==> run_1/closeup.png <==
Region (90, 90) to (110, 110) um. Cells in gray, sequential cells in the stronger gray; small squares are vias.
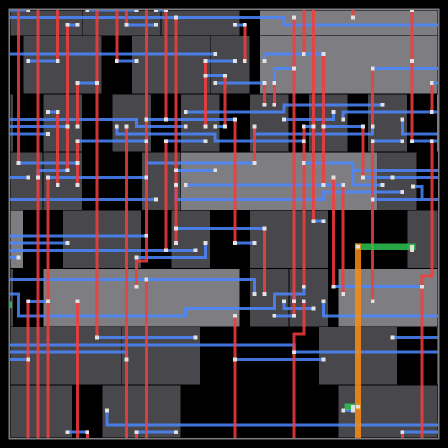
==> run_1/clock_nets.png <==
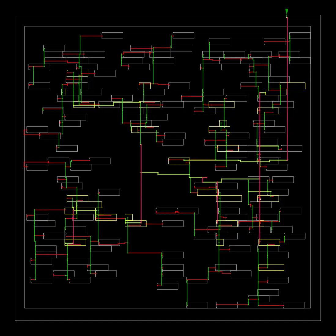
==> run_1/port_trees.png <==
Scale: 3 px per um.
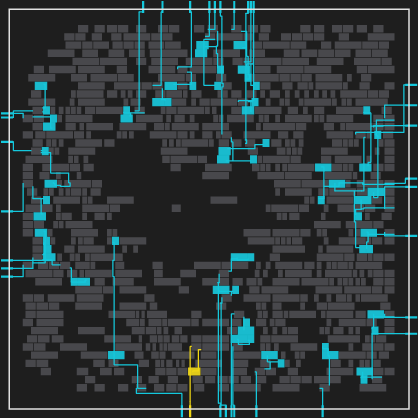
==> config.mk <==
export PLATFORM = sky130hd
export DESIGN_NAME = div_issue_ctrl
export DESIGN_NICKNAME = d
export VERILOG_FILES = /design/src/rtl/div_issue_ctrl.sv
export SDC_FILE = /design/constraint.sdc
export NUM_CORES = 1
export LEC_CHECK = 0
export ABC_CLOCK_PERIOD_IN_PS = 4900
export CAP_MARGIN = 20
export CORE_MARGIN = 4
export CORE_UTILIZATION = 38
export DETAILED_ROUTE_END_ITERATION = 16
export HOLD_SLACK_MARGIN = 0.02
export PLACE_DENSITY_LB_ADDON = 0.25
export SYNTH_ARGS = -nofsm -noshare
export SYNTH_HDL_FRONTEND = slang
export SYNTH_SLANG_ARGS = --single-unit
export TNS_END_PERCENT = 100
==> constraint.sdc <==
create_clock -name clk -period 4.9 [get_ports clk]
set_input_delay 1.47 -clock clk [delete_from_list [all_inputs] [get_ports clk]]
set_output_delay 1.47 -clock clk [all_outputs]
set_load 0.02 [all_outputs]
==> results.txt, run 1 <==
Power, Total: 6660 uW
Die ar.: 0.0176 mm2
Layout Utilization: 0.612
Post_cts resized: 0
Fin worst setup slack: 210 ps
Top cells by area: dfrtp_1, mux2_4, o21ai_0, a21oi_1, o21ai_1
Yosys stat area: 0.00591 mm2
Reg power frac: 0.285
Peak supply drop: 0.433 mV
Max-cap violation count: 0
Tool warning count: 32
Status: finished clean
Dpl cells: 922
Final wirelength: 18100 um
CP Capture Type: output pin
Sequential power: 1900 uW
# setup viols final: 0
Gr usage total: 0.207
Fin crit period: 4690 ps
Total internal power: 4140 uW
Slew @ Worst Pin: 1120 ps
Vias post-DR: 4899
Kind of start point of the critical path: primary input
Initial Util: 0.389
Ys flop type: dfrtp_1
## Picture notes: closeup.png
- M4: orange
- M3: green
- M1: blue
- M2: red
- cells with their middle in the window: 27
- sequential cells in the window: 4
- most frequent: clkdlybuf4s50_1 (8), a21oi_1 (5), o21ai_1 (5)

## Picture notes: clock_nets.png
Post-Route Skew: 8.41 ps
Clock Buffer Count: 19
clk latency late pin: 410 ps
clock group power: 1400 uW

## Picture notes: port_trees.png
- ex_rs_value: cyan (bits 32; direction input; end cells 64; buffers 32; wire 1180 um)
- ex_op_divu: yellow (bits 1; direction input; end cells 1; buffers 1; wire 30.9 um)
io pins: 270
IO Port Bufs: 268

run 1: logic make-up after synthesis:
group / synth area share
flops: 0.559
simple gates: 0.0521
fa+ha+maj: 0.00847
mux: 0.150
buf+inv: 0.0489
compound gates: 0.182
run 1: metal layers:
layer | up-vias | track usage | part of all wire
li1 | 2278 | - | -
met1 | 2383 | 0.251 | 0.40
met2 | 204 | 0.343 | 0.50
met3 | 34 | 0.0627 | 0.073
met4 | 0 | 0.0895 | 0.026
met5 | - | 0 | 0
run 1: area by class of cell:
type	count	area [um2]	share of cell area
flip-flops and latches	132	3300	0.355
repair buffers	275	2750	0.295
multi-input cells	323	2340	0.252
clock buffers	19	453	0.0487
well taps	188	235	0.0253
clock inverters	12	203	0.0218
inverters	4	18.8	0.00202
## Run 2: what changed since run 1
--- a/config.mk
+++ b/config.mk
@@ -15,4 +15,3 @@
 export SYNTH_ARGS = -nofsm -noshare
 export SYNTH_HDL_FRONTEND = slang
 export SYNTH_SLANG_ARGS = --single-unit
-export TNS_END_PERCENT = 100
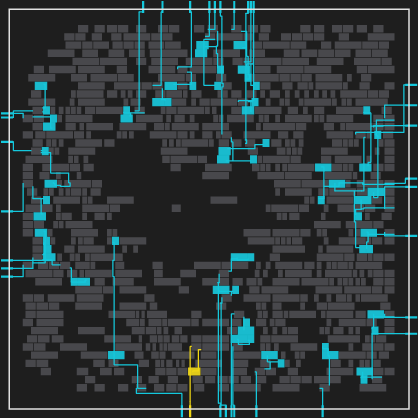
(run_2/port_trees.png)
Scale: 3 px per um.
- ex_op_divu: yellow (bits 1; direction input; end cells 1; buffers 1; wire 30.9 um)
- ex_rs_value: cyan (bits 32; direction input; end cells 64; buffers 32; wire 1180 um)

==> run 2 against run 1 <==
Sequential power barely moved. Combinational power about the same. Non-clock buffer count is the same. Register-to-register slack hardly changed. Power is the same. Sequential share of layout area unchanged. Clock-buffer cell count did not move. Via count stayed put. Routed wire length unchanged. Cell count unchanged. Global-route usage did not move. Critical endpoint unchanged. Largest cell class unchanged.
==> results.txt, run 2 <==
Comb gates: 323 (unchanged)
Gr usage total: 0.207 (unchanged)
Max-cap violation count: 0 (unchanged)
Post_cts resized: 0 (unchanged)
Yosys stat area: 0.00591 mm2 (unchanged)
Buffering overhead: 0.295 (unchanged)
Global route hottest layer: met2 (unchanged)
IO Port Bufs: 268 (unchanged)
Buffers, non-clock: 275 (unchanged)
Met3 usage: 0.0627 (unchanged)
CP Capture Type: output pin (unchanged)
Post-Route Skew: 8.41 ps (unchanged)
Yosys adder share: 0.00847 (unchanged)
Top cells by area: dfrtp_1, mux2_4, o21ai_0, a21oi_1, o21ai_1 (unchanged)
Metal-1 WL: 7270 um (unchanged)
Met3 wire length: 1320 um (unchanged)
Total internal power: 4140 uW (unchanged)
Inverter count: 4 (unchanged)
Sequential power: 1900 uW (about the same)
Ys flop type: dfrtp_1 (unchanged)
Peak supply drop: 0.433 mV (unchanged)
Logic share of the area: 0.252 (unchanged)
Simple share: 0.0521 (unchanged)
Complex Gates by Area: 0.182 (unchanged)
Status: finished clean (unchanged)
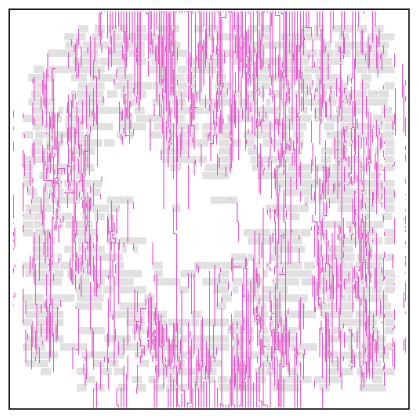
(run_2/m2.png)
Scale: 3 px per um.
- share of all routed wire: 50%
- main direction: vertical
- wire length on this layer: 9010 um
final wirelength: 18100 um
vias post-DR: 4899

run 2: worst max-delay path: stages:
cell and delay, ps:
clkdlybuf4s50_1 450, and3b_2 330, nor2b_4 160, a31oi_1 40, a21oi_1 140, clkdlybuf4s50_1 620
run 2: cell families after synthesis:
kind of cell               Yosys count
muxes                               66
adders and majority gates            4
DFF                                132
buffers and inverters               41
AOI/OAI and AO/OA                  205
and+or+nand+nor                     48
run 2: per-stage QoR:
step | area, um2 | power (uW) | utilization | std cells | hold slack [ps]
after floorplan | 5920 | 3790 | - | 496 | 563
after global placement | 8650 | 5210 | 0.569 | 922 | 490
after detailed placement | 8650 | 5290 | 0.569 | 922 | 490
after CTS | 9300 | 6730 | 0.612 | 953 | 508
after global routing | 9300 | 7050 | 0.612 | 953 | 514
final | 9300 | 6660 | 0.612 | 953 | 504
## Run 3: what changed since run 2
--- a/config.mk
+++ b/config.mk
@@ -7,8 +7,8 @@
 export LEC_CHECK = 0
 export ABC_CLOCK_PERIOD_IN_PS = 4900
 export CAP_MARGIN = 20
-export CORE_MARGIN = 4
 export CORE_UTILIZATION = 38
+export CTS_BUF_LIST = sky130_fd_sc_hd__clkbuf_4 sky130_fd_sc_hd__clkbuf_8 sky130_fd_sc_hd__clkbuf_16
 export DETAILED_ROUTE_END_ITERATION = 16
 export HOLD_SLACK_MARGIN = 0.02
 export PLACE_DENSITY_LB_ADDON = 0.25
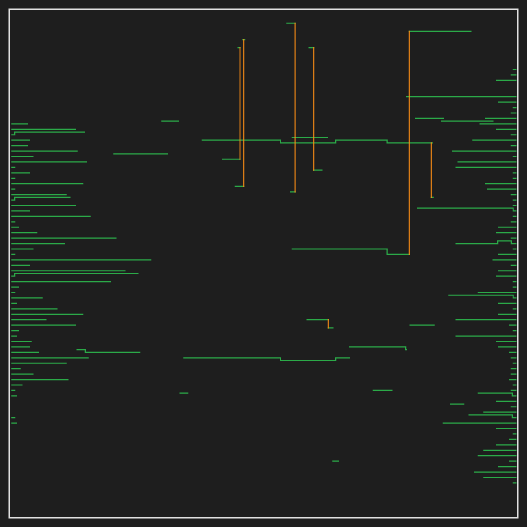
(run_3/layers.png)
Scale: 4 px per um. Only two layers are drawn.
- M3: green (wire length 1180 um)
- M4: orange (wire length 209 um)
vias post-DR: 4876
final wirelength: 17400 um
Avg WL per Cell: 18.2 um
gr usage total: 0.223

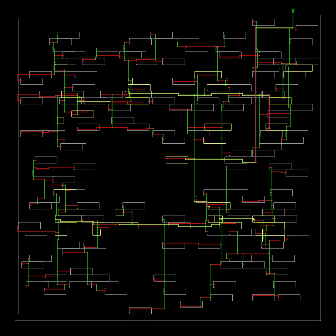
(run_3/clock_nets.png)
Sink Count: 132
Clock Buffer Count: 20

==> run 3 against run 2 <==
Largest power group unchanged. Worst setup slack got worse by 4.1 ps. Critical path depth did not move. Critical path type unchanged. Clock-buffer cell count rose by 1. Cell area rose by 0.23%. Register-to-register slack improved by 180 ps. Cell count rose by 0.31%. Synthesized area did not move.
==> results.txt, run 3 <==
Status: finished clean (unchanged)
Top Layer Used: met4 (unchanged)
Main logic family after synthesis: AND-OR/OR-AND gates (unchanged)
Met2 Use GR: 0.392 (was 0.343)
Fin worst setup slack: 206 ps (was 210 ps)
Top cells by area: dfrtp_1, mux2_4, o21ai_0, a21oi_1, o21ai_1 (unchanged)
Io pins: 270 (unchanged)
Fin crit period: 4690 ps (about the same)
Post_cts resized: 0 (unchanged)
Clk latency late pin: 410 ps (about the same)
Non-filler cells, final: 956 (was 953)
Global route hottest layer: met2 (unchanged)
Yosys adder share: 0.00847 (unchanged)
Metal-1 WL: 7080 um (was 7270 um)
Crit path depth: 6 (unchanged)
Peak supply drop: 0.401 mV (was 0.433 mV)
Kind of start point of the critical path: primary input (unchanged)
Bufs and invs on worst path: 2 (unchanged)
Max-cap violation count: 0 (unchanged)
Yosys stat area: 0.00591 mm2 (unchanged)
Met2 routed WL: 8900 um (was 9010 um)
Slew @ Worst Pin: 1110 ps (was 1120 ps)
# setup viols final: 0 (unchanged)
Mux area share: 0.150 (unchanged)
Slowest CP cell: clkdlybuf4s50_1 (unchanged)
Dpl cells: 924 (was 922)
Critical path, cell by cell: clkdlybuf4s50_1, and3b_2, nor2b_4, a31oi_1, a21oi_1, clkdlybuf4s50_1 (unchanged)
Ys flop type: dfrtp_1 (unchanged)
M1 GR Usage: 0.257 (was 0.251)
Hold slack: 506 ps (was 504 ps)
Most Frequent Cell on Critical Path: clkdlybuf4s50_1 (unchanged)
Layout Utilization: 0.613 (was 0.612)
Initial Util: 0.389 (unchanged)
## run 3: cell count changes in the layout (fill, tap and decap cells not counted), sizes merged
cell      change
buf           +2
clkbuf        +1
clkinvlp      +1
clkinv        -1
## run 3: power groups by stage
| stage | sequential [uW] | combinational, uW | clock [uW] |
|---|---|---|---|
| after CTS | 1900 | 3370 | 1440 |
| after detailed placement | 1910 | 3360 | 0 |
| after floorplan | 2520 | 1270 | 0 |
| after global routing | 1970 | 3580 | 1480 |
| final | 1900 | 3340 | 1410 |
| after global placement | 1880 | 3310 | 0 |
## run 3: layout make-up
class	instances	area, um2
multi-input cells	323	2340
fillers	1196	5880
flip-flops and latches	132	3300
clock buffers	20	460
inverters	4	18.8
repair buffers	277	2760
clock inverters	12	201
well taps	188	235
Power and IR drop assume default switching activity.
